File: src/rtl/relu_grad_pkg.sv
// Shared CNN package: default data width and mask-buffer depth used by the
// forward ReLU and relu_grad, plus the ReLU pass-through rule as a helper.
package relu_grad_pkg;

  localparam int unsigned CnnDW    = 8;
  localparam int unsigned CnnDepth = 16;

  // Forward ReLU passes a value when its sign bit is clear (x >= 0).
  function automatic logic relu_mask_bit(input logic sign);
    return ~sign;
  endfunction

endpackage

File: src/rtl/relu_grad_if.sv
// Bus interface for relu_grad.
//   master: drives clr, fwd_en, fwd_A, bwd_en, dY; observes results.
//   slave : receives strobes/data; drives dA, bwd_valid, count, full, empty,
//           ovf, udf.
interface relu_grad_if import relu_grad_pkg::*; #(
  parameter int unsigned D_W   = CnnDW,
  parameter int unsigned DEPTH = CnnDepth
) ();

  logic                        clr;
  logic                        fwd_en;
  logic signed [D_W-1:0]       fwd_A;
  logic                        bwd_en;
  logic signed [D_W-1:0]       dY;
  logic signed [D_W-1:0]       dA;
  logic                        bwd_valid;
  logic [$clog2(DEPTH):0]      count;
  logic                        full;
  logic                        empty;
  logic                        ovf;
  logic                        udf;

  modport master (
    output clr, fwd_en, fwd_A, bwd_en, dY,
    input  dA, bwd_valid, count, full, empty, ovf, udf
  );

  modport slave (
    input  clr, fwd_en, fwd_A, bwd_en, dY,
    output dA, bwd_valid, count, full, empty, ovf, udf
  );

endinterface

File: src/rtl/relu_mask_fifo.sv
// 1-bit-wide FIFO holding ReLU mask bits between forward and backward passes.
// Ports:
//   clk, rst     clock, asynchronous active-high reset
//   i_clr        synchronous flush (pointers and count)
//   i_wr_en      write i_wr_bit (caller guarantees acceptance)
//   i_rd_en      pop oldest bit (caller guarantees acceptance)
//   o_rd_bit     oldest stored bit (combinational)
//   o_count      stored bit count; o_full / o_empty decoded from it
module relu_mask_fifo #(
  parameter int unsigned DEPTH = 16
) (
  input  logic                    clk,
  input  logic                    rst,
  input  logic                    i_clr,
  input  logic                    i_wr_en,
  input  logic                    i_wr_bit,
  input  logic                    i_rd_en,
  output logic                    o_rd_bit,
  output logic [$clog2(DEPTH):0]  o_count,
  output logic                    o_full,
  output logic                    o_empty
);

  localparam int unsigned AW = $clog2(DEPTH);

  logic [DEPTH-1:0] r_mem;
  logic [AW-1:0]    r_wr_ptr;
  logic [AW-1:0]    r_rd_ptr;
  logic [AW:0]      r_count;

  // DEPTH is a power of two, so pointers wrap by natural overflow.
  always_ff @(posedge clk or posedge rst) begin
    if (rst) begin
      r_wr_ptr <= '0;
      r_rd_ptr <= '0;
      r_count  <= '0;
    end else if (i_clr) begin
      r_wr_ptr <= '0;
      r_rd_ptr <= '0;
      r_count  <= '0;
    end else begin
      if (i_wr_en) r_wr_ptr <= r_wr_ptr + AW'(1);
      if (i_rd_en) r_rd_ptr <= r_rd_ptr + AW'(1);
      case ({i_wr_en, i_rd_en})
        2'b10:   r_count <= r_count + (AW+1)'(1);
        2'b01:   r_count <= r_count - (AW+1)'(1);
        default: r_count <= r_count;
      endcase
    end
  end

  // Storage is not reset; stale bits are unreachable once count is zero.
  always_ff @(posedge clk) begin
    if (i_wr_en && !i_clr) r_mem[r_wr_ptr] <= i_wr_bit;
  end

  assign o_rd_bit = r_mem[r_rd_ptr];
  assign o_count  = r_count;
  assign o_full   = (r_count == (AW+1)'(DEPTH));
  assign o_empty  = (r_count == '0);

endmodule

File: src/rtl/relu_grad.sv
// ReLU backward pass: records a mask bit per forward sample and gates each
// upstream gradient with the oldest mask, in FIFO order.
// Ports:
//   clk, rst  clock, asynchronous active-high reset
//   bus       relu_grad_if slave: clr, fwd_en/fwd_A, bwd_en/dY in;
//             dA/bwd_valid (registered), count/full/empty, sticky ovf/udf out
module relu_grad import relu_grad_pkg::*; #(
  parameter int unsigned D_W   = CnnDW,
  parameter int unsigned DEPTH = CnnDepth
) (
  input  logic        clk,
  input  logic        rst,
  relu_grad_if.slave  bus
);

  logic                   w_rd_acc;
  logic                   w_wr_acc;
  logic                   w_rd_bit;
  logic                   w_full;
  logic                   w_empty;
  logic [$clog2(DEPTH):0] w_count;

  logic signed [D_W-1:0]  r_da;
  logic                   r_bwd_valid;
  logic                   r_ovf;
  logic                   r_udf;

  // A read frees a slot in the same cycle, so a write into a full buffer
  // proceeds when a read is also accepted. clr masks both strobes.
  assign w_rd_acc = bus.bwd_en & ~w_empty & ~bus.clr;
  assign w_wr_acc = bus.fwd_en & ~bus.clr & (~w_full | w_rd_acc);

  relu_mask_fifo #(
    .DEPTH (DEPTH)
  ) u_mask_fifo (
    .clk      (clk),
    .rst      (rst),
    .i_clr    (bus.clr),
    .i_wr_en  (w_wr_acc),
    .i_wr_bit (relu_mask_bit(bus.fwd_A[D_W-1])),
    .i_rd_en  (w_rd_acc),
    .o_rd_bit (w_rd_bit),
    .o_count  (w_count),
    .o_full   (w_full),
    .o_empty  (w_empty)
  );

  always_ff @(posedge clk or posedge rst) begin
    if (rst) begin
      r_da        <= '0;
      r_bwd_valid <= 1'b0;
      r_ovf       <= 1'b0;
      r_udf       <= 1'b0;
    end else if (bus.clr) begin
      r_bwd_valid <= 1'b0;
      r_ovf       <= 1'b0;
      r_udf       <= 1'b0;
    end else begin
      r_bwd_valid <= w_rd_acc;
      if (w_rd_acc) r_da <= w_rd_bit ? bus.dY : '0;
      if (bus.fwd_en && w_full && !w_rd_acc) r_ovf <= 1'b1;
      if (bus.bwd_en && w_empty) r_udf <= 1'b1;
    end
  end

  assign bus.dA        = r_da;
  assign bus.bwd_valid = r_bwd_valid;
  assign bus.count     = w_count;
  assign bus.full      = w_full;
  assign bus.empty     = w_empty;
  assign bus.ovf       = r_ovf;
  assign bus.udf       = r_udf;

endmodule

File: src/flat_wrapper.sv
// flat-port wrapper written by rule: the top's interface ports become plain ports
module relu_grad_flat import relu_grad_pkg::*;
#(
  parameter int unsigned D_W   = CnnDW,
  parameter int unsigned DEPTH = CnnDepth
)
  (clk, rst, bus_clr, bus_fwd_en, bus_fwd_A, bus_bwd_en, bus_dY, bus_dA, bus_bwd_valid, bus_count, bus_full, bus_empty, bus_ovf, bus_udf);
  relu_grad_if #(.D_W(D_W), .DEPTH(DEPTH)) bus_i ();
  input  logic clk;
  input  logic rst;
  input wire logic [$bits(bus_i.clr)-1:0] bus_clr;
  input wire logic [$bits(bus_i.fwd_en)-1:0] bus_fwd_en;
  input wire logic [$bits(bus_i.fwd_A)-1:0] bus_fwd_A;
  input wire logic [$bits(bus_i.bwd_en)-1:0] bus_bwd_en;
  input wire logic [$bits(bus_i.dY)-1:0] bus_dY;
  output wire logic [$bits(bus_i.dA)-1:0] bus_dA;
  output wire logic [$bits(bus_i.bwd_valid)-1:0] bus_bwd_valid;
  output wire logic [$bits(bus_i.count)-1:0] bus_count;
  output wire logic [$bits(bus_i.full)-1:0] bus_full;
  output wire logic [$bits(bus_i.empty)-1:0] bus_empty;
  output wire logic [$bits(bus_i.ovf)-1:0] bus_ovf;
  output wire logic [$bits(bus_i.udf)-1:0] bus_udf;
  assign bus_i.clr = bus_clr;
  assign bus_i.fwd_en = bus_fwd_en;
  assign bus_i.fwd_A = bus_fwd_A;
  assign bus_i.bwd_en = bus_bwd_en;
  assign bus_i.dY = bus_dY;
  assign bus_dA = bus_i.dA;
  assign bus_bwd_valid = bus_i.bwd_valid;
  assign bus_count = bus_i.count;
  assign bus_full = bus_i.full;
  assign bus_empty = bus_i.empty;
  assign bus_ovf = bus_i.ovf;
  assign bus_udf = bus_i.udf;
  relu_grad #(.D_W(D_W), .DEPTH(DEPTH)) u_core (.clk(clk), .rst(rst), .bus(bus_i));
endmodule
File: config.mk
export PLATFORM = sky130hd
export DESIGN_NAME = relu_grad_flat
export DESIGN_NICKNAME = d
export VERILOG_FILES = /design/src/rtl/relu_grad_pkg.sv /design/src/rtl/relu_grad_if.sv /design/src/rtl/relu_mask_fifo.sv /design/src/rtl/relu_grad.sv /design/src/flat_wrapper.sv
export SDC_FILE = /design/constraint.sdc
export NUM_CORES = 1
export LEC_CHECK = 0
export ABC_AREA = 1
export CAP_MARGIN = 20
export CORE_UTILIZATION = 35
export DETAILED_ROUTE_END_ITERATION = 12
export GPL_TIMING_DRIVEN = 0
export SLEW_MARGIN = 20
export SYNTH_ARGS = -nofsm -noshare
export SYNTH_HDL_FRONTEND = slang
export SYNTH_SLANG_ARGS = --single-unit
export TNS_END_PERCENT = 5
File: constraint.sdc
create_clock -name clk -period 2.7 [get_ports clk]
set_input_delay 0.27 -clock clk [delete_from_list [all_inputs] [get_ports clk]]
set_output_delay 0.27 -clock clk [all_outputs]
set_load 0.03 [all_outputs]
Figure 1. Signal metal coverage by tile.
Scale: 4 px per um. 16 x 16 tiles, from black (low) to pale yellow (high), scaled to the fullest tile. Values are wire area over tile area, all layers added.
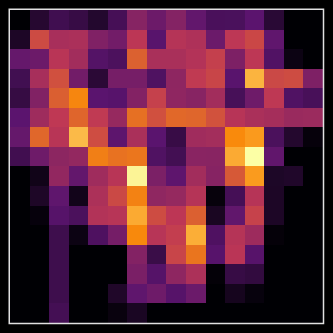
The emptiest ninth of the die: south-west. 24% of the tiles are nearly empty. 18% of the tiles are over half the peak. The mean over all tiles is 0.10.

Figure 2. Met3 routing.
Scale: 6 px per um.
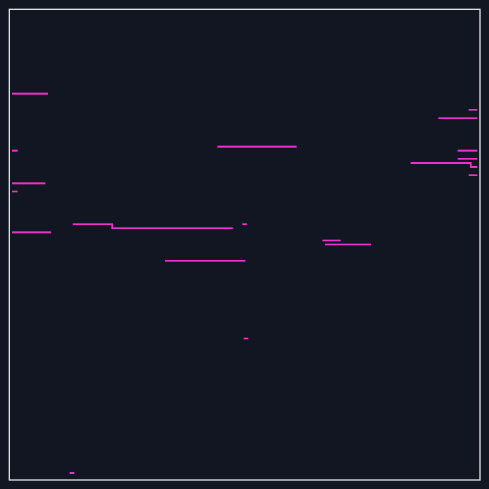
15 nets have wire on it. The layer holds 2.7% of the routed length. The layer carries 109 um of wire. The wires run mostly horizontal.

Figure 3. Clock routing.
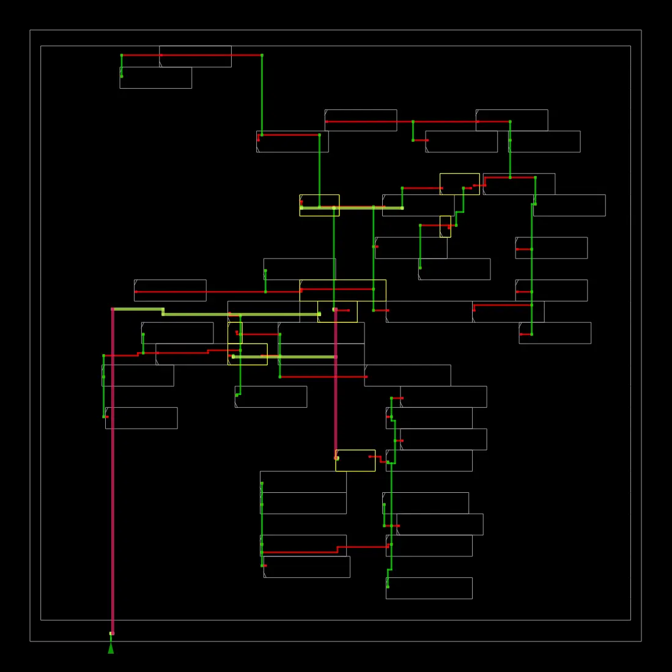
P_clk: 0.466 mW
clk_skew: 0.00763 ns
CTS Buf Count: 5

==> flow_summary.ini <==
; generated from flow reports
[finish]
comb_cells = 156
areaGrowthSynthToFinish_pct = 25.0
mi_logic_area_sq_um = 853
seq_share_pct = 42.6
largest_class = flip-flops and latches
final_util_pct = 45.8
clkbuf_count = 6
non_clock_buffer_area_share_pct = 12.8
final_cells = 330
nNonClkBuffers = 34

[clock_network]
worst_skew_pair.late_latency_ns = 0.28
cts-hold-fix-buffers = 0
htreeDepth = 2
cts_setup_buffers = 0
clkTransAtPathRegs_ns = 0.08

[die]
std_cell_rows = 27
die_y_um = 78.2
taps = 72
chip_area_sq_um = 6110

[logic_synthesis]
synthCells = 219
ys_seq_share_pct = 53.2
synth_flops = 40

[worst_setup_path]
crit_arrival_ns = 1.83
r2r-start = u_core.u_mask_fifo.o_count[0]
rrSetupSlack_ns = 0.80
r2r_end = u_core.u_mask_fifo.o_count[4]
startpoint = u_core.u_mask_fifo.o_count[0]

[outcome]
status = finished clean

[global_routing]
grt_max_degree = 25
grt_pass1_wl_um = 6760

[drt]
num_vias = 1563
drc = 0
wl_um = 3980

[run]
drv_cap = 0
log.warning_count = 36

[placed_design]
dp_hpwl_um = 2940

[power]
ir_drop_mv = 0.404

[sta]
fmax_ghz = 0.477
rsz0062_at_grt = no
Figure 4. Cells by drive strength.
Scale: 6 px per um.
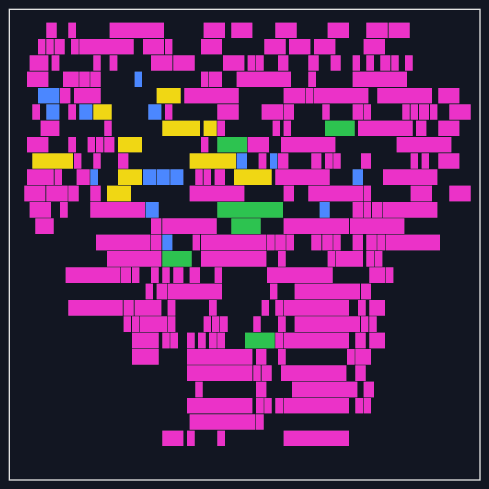
Key: green = x6 and larger [cells 6, most used clkbuf_8]; magenta = x1 and smaller [cells 227, most used nand2_1]; yellow = x3 and x4 [cells 10]; blue = x2 [cells 15, most used nand2_2]

Figure 5. Sequential cells colored by netlist name.
Scale: 4 px per um. Other sequential cells in the stronger gray, the rest of the logic in the fainter gray.
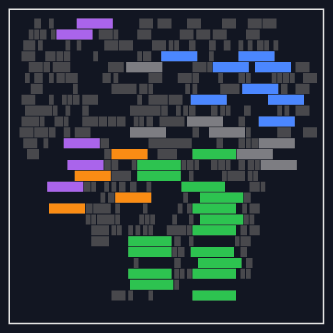
Key: green = `u_core.u_mask_fifo.r_mem` [flops 16]; blue = `u_core.bus.dA` [flops 8, where north-east]; purple = `u_core.u_mask_fifo.o_count` [flops 5]; orange = `u_core.u_mask_fifo.r_wr_ptr` [flops 4]

[synthesized netlist by cell type (all sizes together)]
cell     n  area (sq um)
edfxtp  16           480
o22ai    1          6.26
nor3     1          5.00
xor2     2          17.5
dfrtp   24           601
o211ai   4          30.0
buf      3          15.0
a31oi    1          6.26
nand2   53           229
ha       7          87.6
clkinv   1          8.76
nand4    1          21.3
a21o     1          7.51
o21ai   20           100
nand3   20           130
o21bai   1          18.8
xnor2    1          8.76
nor2    38           160
a21oi    5          25.0
inv     19          73.8
[state kept, by name (all words and copies together), names as in the netlist]
| name | cells |
|---|---|
| u_core.u_mask_fifo.r_wr_ptr | 4 |
| u_core.u_mask_fifo.r_mem | 16 |
| u_core.u_mask_fifo.o_count | 5 |
| u_core.u_mask_fifo.r_rd_ptr | 4 |
| u_core.bus.udf | 1 |
| u_core.bus.ovf | 1 |
| u_core.bus.dA | 8 |
| u_core.bus.bwd_valid | 1 |
[layout by cell type, fill, tap and decap left out, types with 2 or more instances in the layout]
master	netlist	final
nand2_1	45	45
nor2_1	35	35
clkdlybuf4s50_1	0	31
dfrtp_1	24	24
nand3_1	17	17
edfxtp_1	16	16
inv_1	15	15
o21ai_0	15	15
ha_1	7	7
nand2_2	6	6
o21ai_1	5	5
a21oi_1	5	5
clkbuf_8	0	5
o211ai_1	4	4
inv_2	3	3
buf_2	3	3
nor2_4	2	2
nand3_4	2	2
nand2_4	2	2
xor2_1	2	2
[report_power, final]
group / leakage [nW] / internal, mW / total (mW) / switching [mW]
registers: 0.465 / 0.734 / 0.829 / 0.0951
logic: 0.585 / 0.387 / 1.03 / 0.647
clock network: 0.0552 / 0.274 / 0.466 / 0.192
total: 1.11 / 1.39 / 2.33 / 0.934
[worst min-delay path by stage]
stage               slack, ns  cells past startpoint                    to             start
floorplan                0.28                      1  u_core.bus.bwd_valid               rst
global placement         0.46                      2      u_core.bus.dA[1]  u_core.bus.dA[1]
detailed placement       0.46                      2      u_core.bus.dA[3]  u_core.bus.dA[3]
CTS                      0.49                      2      u_core.bus.dA[3]  u_core.bus.dA[3]
global route             0.51                      2      u_core.bus.dA[5]  u_core.bus.dA[5]
finish                   0.48                      2      u_core.bus.dA[3]  u_core.bus.dA[3]
[per-layer routing]
metal  GRT usage (%)  part of all wire [%]  vias to the layer above
met4            6.48                   1.5                        0
met1            16.6                    45                      739
met3            2.91                   2.7                        5
li1                -                     -                      796
met5               0                     0                        -
met2            25.4                    51                       23
[per-stage QoR]
step           total power, mW  instance area [sq um]
5_1_grt                   2.48                   2540
2_1_floorplan             1.53                   2030
6_report                  2.33                   2540
4_1_cts                   2.36                   2540
3_3_place_gp              1.87                   2430
3_5_place_dp              1.89                   2430
[critical path, stage by stage (launching register included)]
cell and delay [ns]:
dfrtp_1 0.47, nor2_4 0.17, nand2_1 0.09, nor2_4 0.12, clkdlybuf4s50_1 0.68
[logic make-up (layout without fill, tap and decap cells)]
group / count (synthesis) / in the layout / share of synthesized area (%)
compound gates: 33 / 33 / 9.54
xor+xnor: 3 / 3 / 1.29
fa+ha+maj: 7 / 7 / 4.31
buf+inv: 23 / 62 / 4.80
flops: 40 / 40 / 53.2
simple gates: 113 / 113 / 26.8
Power and IR drop assume default switching activity.
